### Drive-strength map

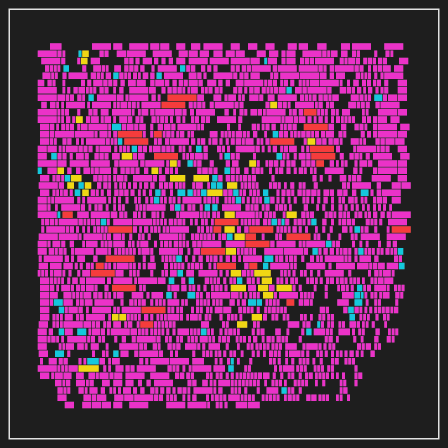
### Where the registers sit

Other sequential cells in the stronger gray, the rest of the logic in the fainter gray.
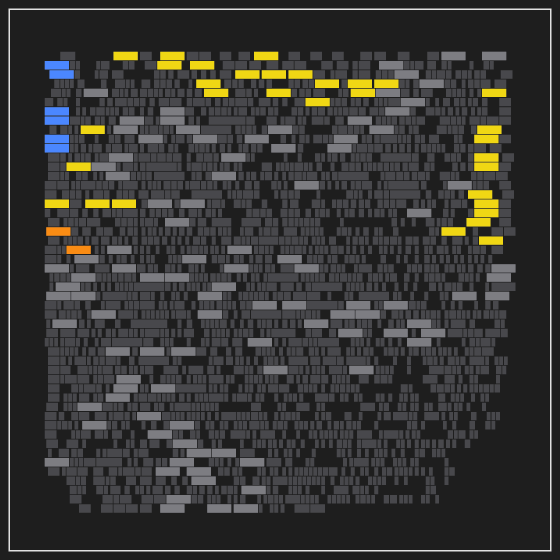
### Cell classes on the final placement

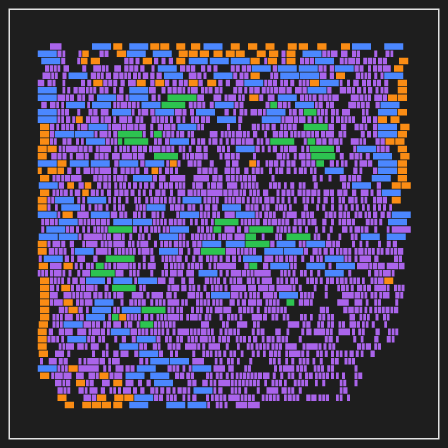
### Placement density heat map

16 x 16 tiles, from black (low) to pale yellow (high), 0 to 100% covered.
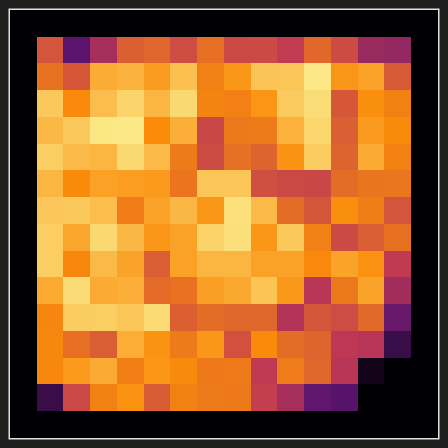
### Track usage over the die

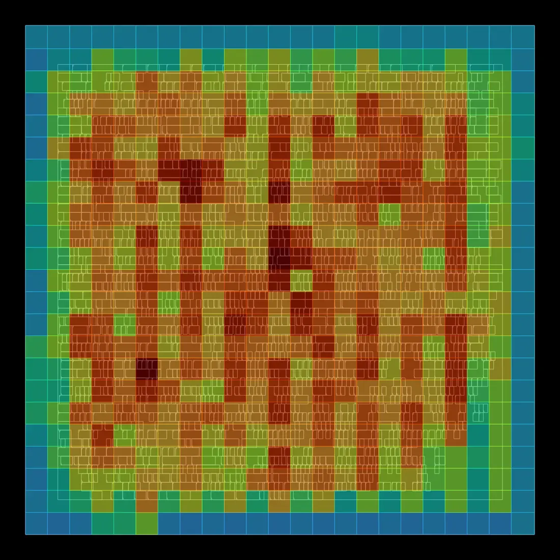
<file path="config.mk">
export PLATFORM = sky130hd
export DESIGN_NAME = div_unit_flat
export DESIGN_NICKNAME = d
export VERILOG_FILES = /design/src/rtl/div_unit_pkg.sv /design/src/rtl/div_unit_if.sv /design/src/rtl/div_unit.sv /design/src/flat_wrapper.sv
export SDC_FILE = /design/constraint.sdc
export NUM_CORES = 1
export LEC_CHECK = 0
export ABC_AREA = 1
export ABC_CLOCK_PERIOD_IN_PS = 12100
export CAP_MARGIN = 20
export CORE_MARGIN = 10
export CORE_UTILIZATION = 63
export CTS_CLUSTER_DIAMETER = 80
export DETAILED_ROUTE_END_ITERATION = 10
export PLACE_DENSITY = 0.93
export SLEW_MARGIN = 40
export SYNTH_ARGS = -nofsm -noshare
export SYNTH_HDL_FRONTEND = slang
export SYNTH_SLANG_ARGS = --single-unit
</file>
<file path="constraint.sdc">
create_clock -name clk_i -period 12.1 [get_ports clk_i]
set_input_delay 1.21 -clock clk_i [delete_from_list [all_inputs] [get_ports clk_i]]
set_output_delay 1.21 -clock clk_i [all_outputs]
set_load 0.01 [all_outputs]
</file>
<file path="src/rtl/div_unit_pkg.sv">
// Shared constants, state encoding and sign fix-up helper for the iterative divider.
package div_unit_pkg;

  localparam logic [1:0] DIV_OP_DIV  = 2'b00;
  localparam logic [1:0] DIV_OP_DIVU = 2'b01;
  localparam logic [1:0] DIV_OP_REM  = 2'b10;
  localparam logic [1:0] DIV_OP_REMU = 2'b11;

  localparam int DIV_CYCLES_DEFAULT = 32;

  typedef enum logic [1:0] {
    DIV_IDLE = 2'd0,
    DIV_CALC = 2'd1,
    DIV_DONE = 2'd2
  } div_state_e;

  function automatic logic [31:0] neg_if(input logic neg, input logic [31:0] val);
    return neg ? (32'd0 - val) : val;
  endfunction

endpackage

</file>
<file path="src/rtl/div_unit_if.sv">
// Handshake between exe/pipe_ctrl and the divider.
interface div_unit_if;
  logic        start_i;
  logic [1:0]  op_i;
  logic [31:0] dividend_i;
  logic [31:0] divisor_i;
  logic        cancel_i;
  logic [31:0] result_o;
  logic        ready_o;
  logic        busy_o;
  logic        stallreq_o;

  modport slave (
    input  start_i, op_i, dividend_i, divisor_i, cancel_i,
    output result_o, ready_o, busy_o, stallreq_o
  );

  modport master (
    output start_i, op_i, dividend_i, divisor_i, cancel_i,
    input  result_o, ready_o, busy_o, stallreq_o
  );
endinterface

</file>
<file path="src/rtl/div_unit.sv">
// Restoring RV32M divider: one quotient bit per cycle, sign fix-up on entry to DONE.
//   state    | meaning
//   DIV_IDLE | waiting for start_i; latches magnitudes and sign flags
//   DIV_CALC | one restoring iteration per cycle
//   DIV_DONE | result_o valid, ready_o pulses for one cycle
module div_unit
  import div_unit_pkg::*;
#(
  parameter int DIV_CYCLES = DIV_CYCLES_DEFAULT
) (
  input logic        clk_i,
  input logic        rst_i,
  div_unit_if.slave  bus
);

  localparam int CNT_W = $clog2(DIV_CYCLES) + 1;
  localparam logic [CNT_W-1:0] CNT_LAST = CNT_W'(DIV_CYCLES - 1);

  div_state_e       state_q, state_d;
  logic [CNT_W-1:0] cnt_q, cnt_d;
  logic [31:0]      rem_q, rem_d;
  logic [31:0]      quot_q, quot_d;
  logic [31:0]      dvsr_q, dvsr_d;
  logic             is_rem_q, is_rem_d;
  logic             neg_quot_q, neg_quot_d;
  logic             neg_rem_q, neg_rem_d;
  logic [31:0]      result_q, result_d;

  logic        signed_op;
  logic [31:0] abs_a, abs_b;
  logic [32:0] rem_shift, diff;
  logic [31:0] rem_next, quot_next;

  always_comb begin
    state_d    = state_q;
    cnt_d      = cnt_q;
    rem_d      = rem_q;
    quot_d     = quot_q;
    dvsr_d     = dvsr_q;
    is_rem_d   = is_rem_q;
    neg_quot_d = neg_quot_q;
    neg_rem_d  = neg_rem_q;
    result_d   = '0;

    signed_op = ~bus.op_i[0];
    abs_a     = neg_if(signed_op & bus.dividend_i[31], bus.dividend_i);
    abs_b     = neg_if(signed_op & bus.divisor_i[31], bus.divisor_i);

    // Partial remainder stays below the divisor, so bit 32 of the difference is its sign.
    rem_shift = {rem_q, quot_q[31]};
    diff      = rem_shift - {1'b0, dvsr_q};
    rem_next  = diff[32] ? rem_shift[31:0] : diff[31:0];
    quot_next = {quot_q[30:0], ~diff[32]};

    if (bus.cancel_i) begin
      state_d = DIV_IDLE;
      cnt_d   = '0;
    end else begin
      case (state_q)
        DIV_IDLE: begin
          if (bus.start_i) begin
            rem_d      = '0;
            quot_d     = abs_a;
            dvsr_d     = abs_b;
            is_rem_d   = bus.op_i[1];
            neg_quot_d = signed_op & (bus.dividend_i[31] ^ bus.divisor_i[31]);
            neg_rem_d  = signed_op & bus.dividend_i[31];
            cnt_d      = '0;
            if (bus.divisor_i == 32'd0) begin
              state_d  = DIV_DONE;
              result_d = bus.op_i[1] ? bus.dividend_i : 32'hFFFF_FFFF;
            end else begin
              state_d  = DIV_CALC;
            end
          end
        end
        DIV_CALC: begin
          rem_d  = rem_next;
          quot_d = quot_next;
          cnt_d  = cnt_q + 1'b1;
          if (cnt_q == CNT_LAST) begin
            state_d  = DIV_DONE;
            result_d = is_rem_q ? neg_if(neg_rem_q, rem_next)
                                : neg_if(neg_quot_q, quot_next);
          end
        end
        DIV_DONE: state_d = DIV_IDLE;
        default:  state_d = DIV_IDLE;
      endcase
    end
  end

  always_ff @(posedge clk_i) begin
    if (!rst_i) begin
      state_q    <= DIV_IDLE;
      cnt_q      <= '0;
      rem_q      <= '0;
      quot_q     <= '0;
      dvsr_q     <= '0;
      is_rem_q   <= 1'b0;
      neg_quot_q <= 1'b0;
      neg_rem_q  <= 1'b0;
      result_q   <= '0;
    end else begin
      state_q    <= state_d;
      cnt_q      <= cnt_d;
      rem_q      <= rem_d;
      quot_q     <= quot_d;
      dvsr_q     <= dvsr_d;
      is_rem_q   <= is_rem_d;
      neg_quot_q <= neg_quot_d;
      neg_rem_q  <= neg_rem_d;
      result_q   <= result_d;
    end
  end

  assign bus.result_o   = result_q;
  assign bus.ready_o    = (state_q == DIV_DONE);
  assign bus.busy_o     = (state_q == DIV_CALC);
  assign bus.stallreq_o = bus.start_i & ~bus.ready_o;

endmodule

</file>
<file path="src/flat_wrapper.sv">
// flat-port wrapper written by rule: the top's interface ports become plain ports
module div_unit_flat import div_unit_pkg::*;
#(
  parameter int DIV_CYCLES = DIV_CYCLES_DEFAULT
)
  (clk_i, rst_i, bus_start_i, bus_op_i, bus_dividend_i, bus_divisor_i, bus_cancel_i, bus_result_o, bus_ready_o, bus_busy_o, bus_stallreq_o);
  div_unit_if bus_i ();
  input logic clk_i;
  input logic rst_i;
  input wire logic [$bits(bus_i.start_i)-1:0] bus_start_i;
  input wire logic [$bits(bus_i.op_i)-1:0] bus_op_i;
  input wire logic [$bits(bus_i.dividend_i)-1:0] bus_dividend_i;
  input wire logic [$bits(bus_i.divisor_i)-1:0] bus_divisor_i;
  input wire logic [$bits(bus_i.cancel_i)-1:0] bus_cancel_i;
  output wire logic [$bits(bus_i.result_o)-1:0] bus_result_o;
  output wire logic [$bits(bus_i.ready_o)-1:0] bus_ready_o;
  output wire logic [$bits(bus_i.busy_o)-1:0] bus_busy_o;
  output wire logic [$bits(bus_i.stallreq_o)-1:0] bus_stallreq_o;
  assign bus_i.start_i = bus_start_i;
  assign bus_i.op_i = bus_op_i;
  assign bus_i.dividend_i = bus_dividend_i;
  assign bus_i.divisor_i = bus_divisor_i;
  assign bus_i.cancel_i = bus_cancel_i;
  assign bus_result_o = bus_i.result_o;
  assign bus_ready_o = bus_i.ready_o;
  assign bus_busy_o = bus_i.busy_o;
  assign bus_stallreq_o = bus_i.stallreq_o;
  div_unit #(.DIV_CYCLES(DIV_CYCLES)) u_core (.clk_i(clk_i), .rst_i(rst_i), .bus(bus_i));
endmodule
</file>
==> ci_impl_report.md <==
## Implementation flow summary

| Metric | Value |
|---|---|
| Fmax | 211 MHz |
| Worst-Margin Slew | 0.799 ns |
| CTS tree | built |
| GPL Wtd Cong | 0.979 |
| # Cells Yosys | 2081 |
| Initial Util | 64.5% |
| Min Tclk post-route | 4.73 ns |
| Post-Synthesis Cell Area | 0.0122 mm2 |
| Worst IR drop on VDD | 123 uV |
| Clock Sinks | 139 |
| Crit-path max cell delay | 0.43 ns |
| Fin crit share | 39.1% |
| Die height | 159 um |
| Leading area contributor after synthesis | dfxtp_1 |
| Avg Inst Size Synth | 5.85 um2 |
| Type of origin of the critical path | register |
| Crit path max-delay family | simple AND/OR/NAND/NOR gates |
| Place WS | 7.50 ns |
| Clock buffer depth | 2 |
| DP Area | 0.0133 mm2 |
| Slew Viols, Final | 0 |
| Final wirelength | 38.6 mm |
| Initial antenna violation count | 0 |
| Most frequent cells in the layout | nand2_1 (611), inv_1 (286), a21oi_1 (200) |
| 1st-pass router iterations | 8 |
| Crit Path Category | reg -> reg |
| TritonCTS Buffers | 17 |
| Detail-routed via count per cell | 5.80 |
| Final ANT Viol Nets | 0 |
| Worst setup path start | u_core.quot_q[31]$_SDFFE_PN0P_ |
| Core ar. | 0.0189 mm2 |
| Share of post-route cells with drive strength above 1 | 6.82% |
| Worst Setup End Kind | register |
| Pwr dens | 102 mW/mm2 |
| Synth Seq Share | 22.8% |
| Finish-stage setup viols | 0 |
| Outcome | finished, final reports clean |
| Worst Path Arrival | 5.07 ns |
| Synth Instances | 2081 |
| Cell resize tally after clock tree synthesis | 0 |
| Global Route Usage Sum | 29.2% |
| Worst Hold Launch | u_core.quot_q[31]$_SDFFE_PN0P_ |
| Initial DRC count | 1867 |
| Clk root buf | clkbuf_16 |
| Max-area cell share | 22.8% |
| DRC violations left | 0 |
| Vias in the first global route | 12400 |
| Clock Latency Late Sink | 0.43 ns |
| # diodes | 0 |
| WP buf/inv | 2 |
| CTS clk-pin slew, worst paths | 0.06 ns |
| Syn_nets | 2189 |
| Ports | 105 |
| Setup_tns | 0 ns |
| GRT overflow | 0 |
| Flops out of synthesis | 139 |
| First-pass GRT wire length | 62.7 mm |
| Htree depth | 4 |
| Postcts setup bufs | 0 |
| Leakage | 6.52 nW |
| Hold-fix buffers, CTS | 0 |
| Clk_skew | 0.00947 ns |
| Hpwl dp | 29.1 mm |
| Die extent in x | 159 um |
| Yosys Warn Count | 0 |
| Slew HR | 46.4% |
| YS chip area | 0.0122 mm2 |
| Highest-count logic cell in the final layout | nand2_1 |
| RSZ-0062 raised after global routing | false |
| Hold Crit Class | reg -> reg |
| Req. time, crit path | 12.44 ns |
| PortBufs | 104 |
| # rows | 50 |
| Yosys cell types | 54 |
| Final net count | 2249 |
| Crit-path slowest cell | fa_1 |
| Reg2reg start | u_core.quot_q[31]$_SDFFE_PN0P_ |
| Fin. Hold Viols | 0 |
| Finished Layout Cells | 2414 |
| Max Cap Viol | 0 |
| Chip area | 0.0253 mm2 |
| Tool warnings | 26 |
| Via count | 14000 |
| Crit-path max FO | 28 |
| Top cells, area | dfxtp_1 (23%), nand2_1 (19%), inv_1 (8.9%) |
| Largest net degree at the start of global routing | 78 |
| Placed cell count | 2382 |
Back to the opening pictures, 'Drive-strength map':
legend:
  cyan:
    size: _2 cells
    cells: 81
    share: 3.8%
  magenta:
    size: _0 and _1 cells
    cells: 2007
    share: 93%
  red:
    size: _6 and larger
    cells: 31
    share: 1.4%
  yellow:
    size: _3 and _4 cells
    cells: 35
    share: 1.6%
Design Area, Final: 0.0139 mm2
area grow syn2layout: 14.1%
bufs w/o clock: 116
Worst Setup Slack, final: 7.37 ns

Back to the opening pictures, 'Where the registers sit':
legend:
  blue:
    signal: `u_core.cnt_q`
    placed_flops: 6
    where: top left
  orange:
    signal: `u_core.state_q`
    placed_flops: 2
  yellow:
    signal: `u_core.bus.result_o`
    placed_flops: 32

Back to the opening pictures, 'Cell classes on the final placement':
legend:
  orange:
    class: remaining buffers and delay cells
    cells: 116
    share_of_their_area: 8.3%
  green:
    class: clock drivers and dummy loads
    cells: 32
    share_of_their_area: 4.5%
  blue:
    class: sequential cells
    cells: 139
    share_of_their_area: 20%
  purple:
    class: combinational and other logic
    cells: 1867
    share_of_their_area: 67%

Back to the opening pictures, 'Placement density heat map':
densest ninth of the die: middle
tiles over 75% full: 36%
nearly empty tiles: 25%
emptiest ninth of the die: bottom right

Back to the opening pictures, 'Track usage over the die':
wire per inst: 16.0 um
grt met2 use: 46.3%
Core Util, Final: 73.6%
busiest grt layer: met2

==> final timing paths <==
path | slack [ns] | to | cells past startpoint
hold / removal | 0.47 | u_core.quot_q[31]$_SDFFE_PN0P_ | 2
setup / recovery | 7.37 | u_core.bus.result_o[30]$_SDFF_PP0_ | 30
setup reg to reg | 7.37 | u_core.bus.result_o[30]$_SDFF_PP0_ | 30
hold reg to reg | 0.47 | u_core.quot_q[31]$_SDFFE_PN0P_ | 2
==> cells by family (layout without fill, tap and decap cells) <==
kind of cell | after synthesis | count (layout) | synth area share (%)
buffers and inverters | 373 | 446 | 12.1
adders and majority gates | 38 | 38 | 3.96
AOI/OAI and AO/OA | 411 | 411 | 19.0
DFF | 139 | 139 | 22.8
and+or+nand+nor | 1066 | 1066 | 38.2
xor gates and xnor gates | 54 | 54 | 3.88
==> synthesized netlist by cell type, drive strengths merged <==
| cell | instances |
|---|---|
| a31oi | 8 |
| clkinv | 5 |
| nor3b | 1 |
| a221oi | 4 |
| o21a | 1 |
| nor2 | 186 |
| a41oi | 1 |
| nand4 | 20 |
| and2 | 4 |
| o221ai | 11 |
| clkbuf | 56 |
| o21ai | 139 |
| or4 | 1 |
| inv | 293 |
| or2 | 13 |
| xnor2 | 17 |
| o311ai | 2 |
| xor2 | 37 |
| fa | 1 |
| nor3 | 38 |
| dfxtp | 139 |
| o21bai | 3 |
| nand2 | 655 |
| ha | 37 |
| o211ai | 26 |
| a21o | 2 |
| buf | 19 |
| nor4 | 7 |
| nand3b | 6 |
| nand3 | 135 |
| a21oi | 207 |
| o31ai | 7 |
==> per-stage QoR <==
stage	power [mW]	hold WS (ns)	util (%)
5_1_grt	1.48	0.503	73.6
6_report	1.42	0.469	73.6
2_1_floorplan	0.755	0.445	-
3_5_place_dp	0.863	0.461	70.4
4_1_cts	1.40	0.469	73.6
3_3_place_gp	0.856	0.456	70.4
==> sequential cells by signal (all words and copies together) (netlist names) <==
name                 cells
u_core.neg_rem_q         1
u_core.quot_q           32
u_core.state_q           2
u_core.rem_q            32
u_core.bus.result_o     32
u_core.cnt_q             6
u_core.neg_quot_q        1
u_core.dvsr_q           32
u_core.is_rem_q          1
==> routing by layer <==
metal / global-route usage, % / wire, um / vias up / share of wire (%)
met5: 0 / 0 / - / 0
met4: 8.80 / 1100 / 0 / 2.9
met1: 40.2 / 16600 / 6327 / 43
met3: 3.82 / 3620 / 101 / 9.4
li1: - / - / 6840 / -
met2: 46.3 / 17300 / 742 / 45
==> worst register-to-register path: cells and delay by family (launching register included) <==
family,cells,cell delay (ns)
AOI/OAI and AO/OA,5,0.72
adders and majority gates,3,0.87
buffers and inverters,2,0.15
DFF,1,0.33
and+or+nand+nor,20,2.59
==> power by group <==
group          total (mW)  internal [mW]  switching (mW)
Combinational       0.377          0.125           0.252
Sequential          0.490          0.473          0.0163
Clock               0.552          0.320           0.232
==> area by class of cell <==
| cell class | count | area, um2 |
|---|---|---|
| multi-input combinational | 1569 | 7940 |
| timing repair buffer | 116 | 1130 |
| tap | 260 | 325 |
| inverter | 298 | 1120 |
| clock buffer | 19 | 453 |
| sequential | 139 | 2780 |
| fill | 1633 | 4990 |
| clock inverter | 13 | 153 |
Power and IR drop assume default switching activity.
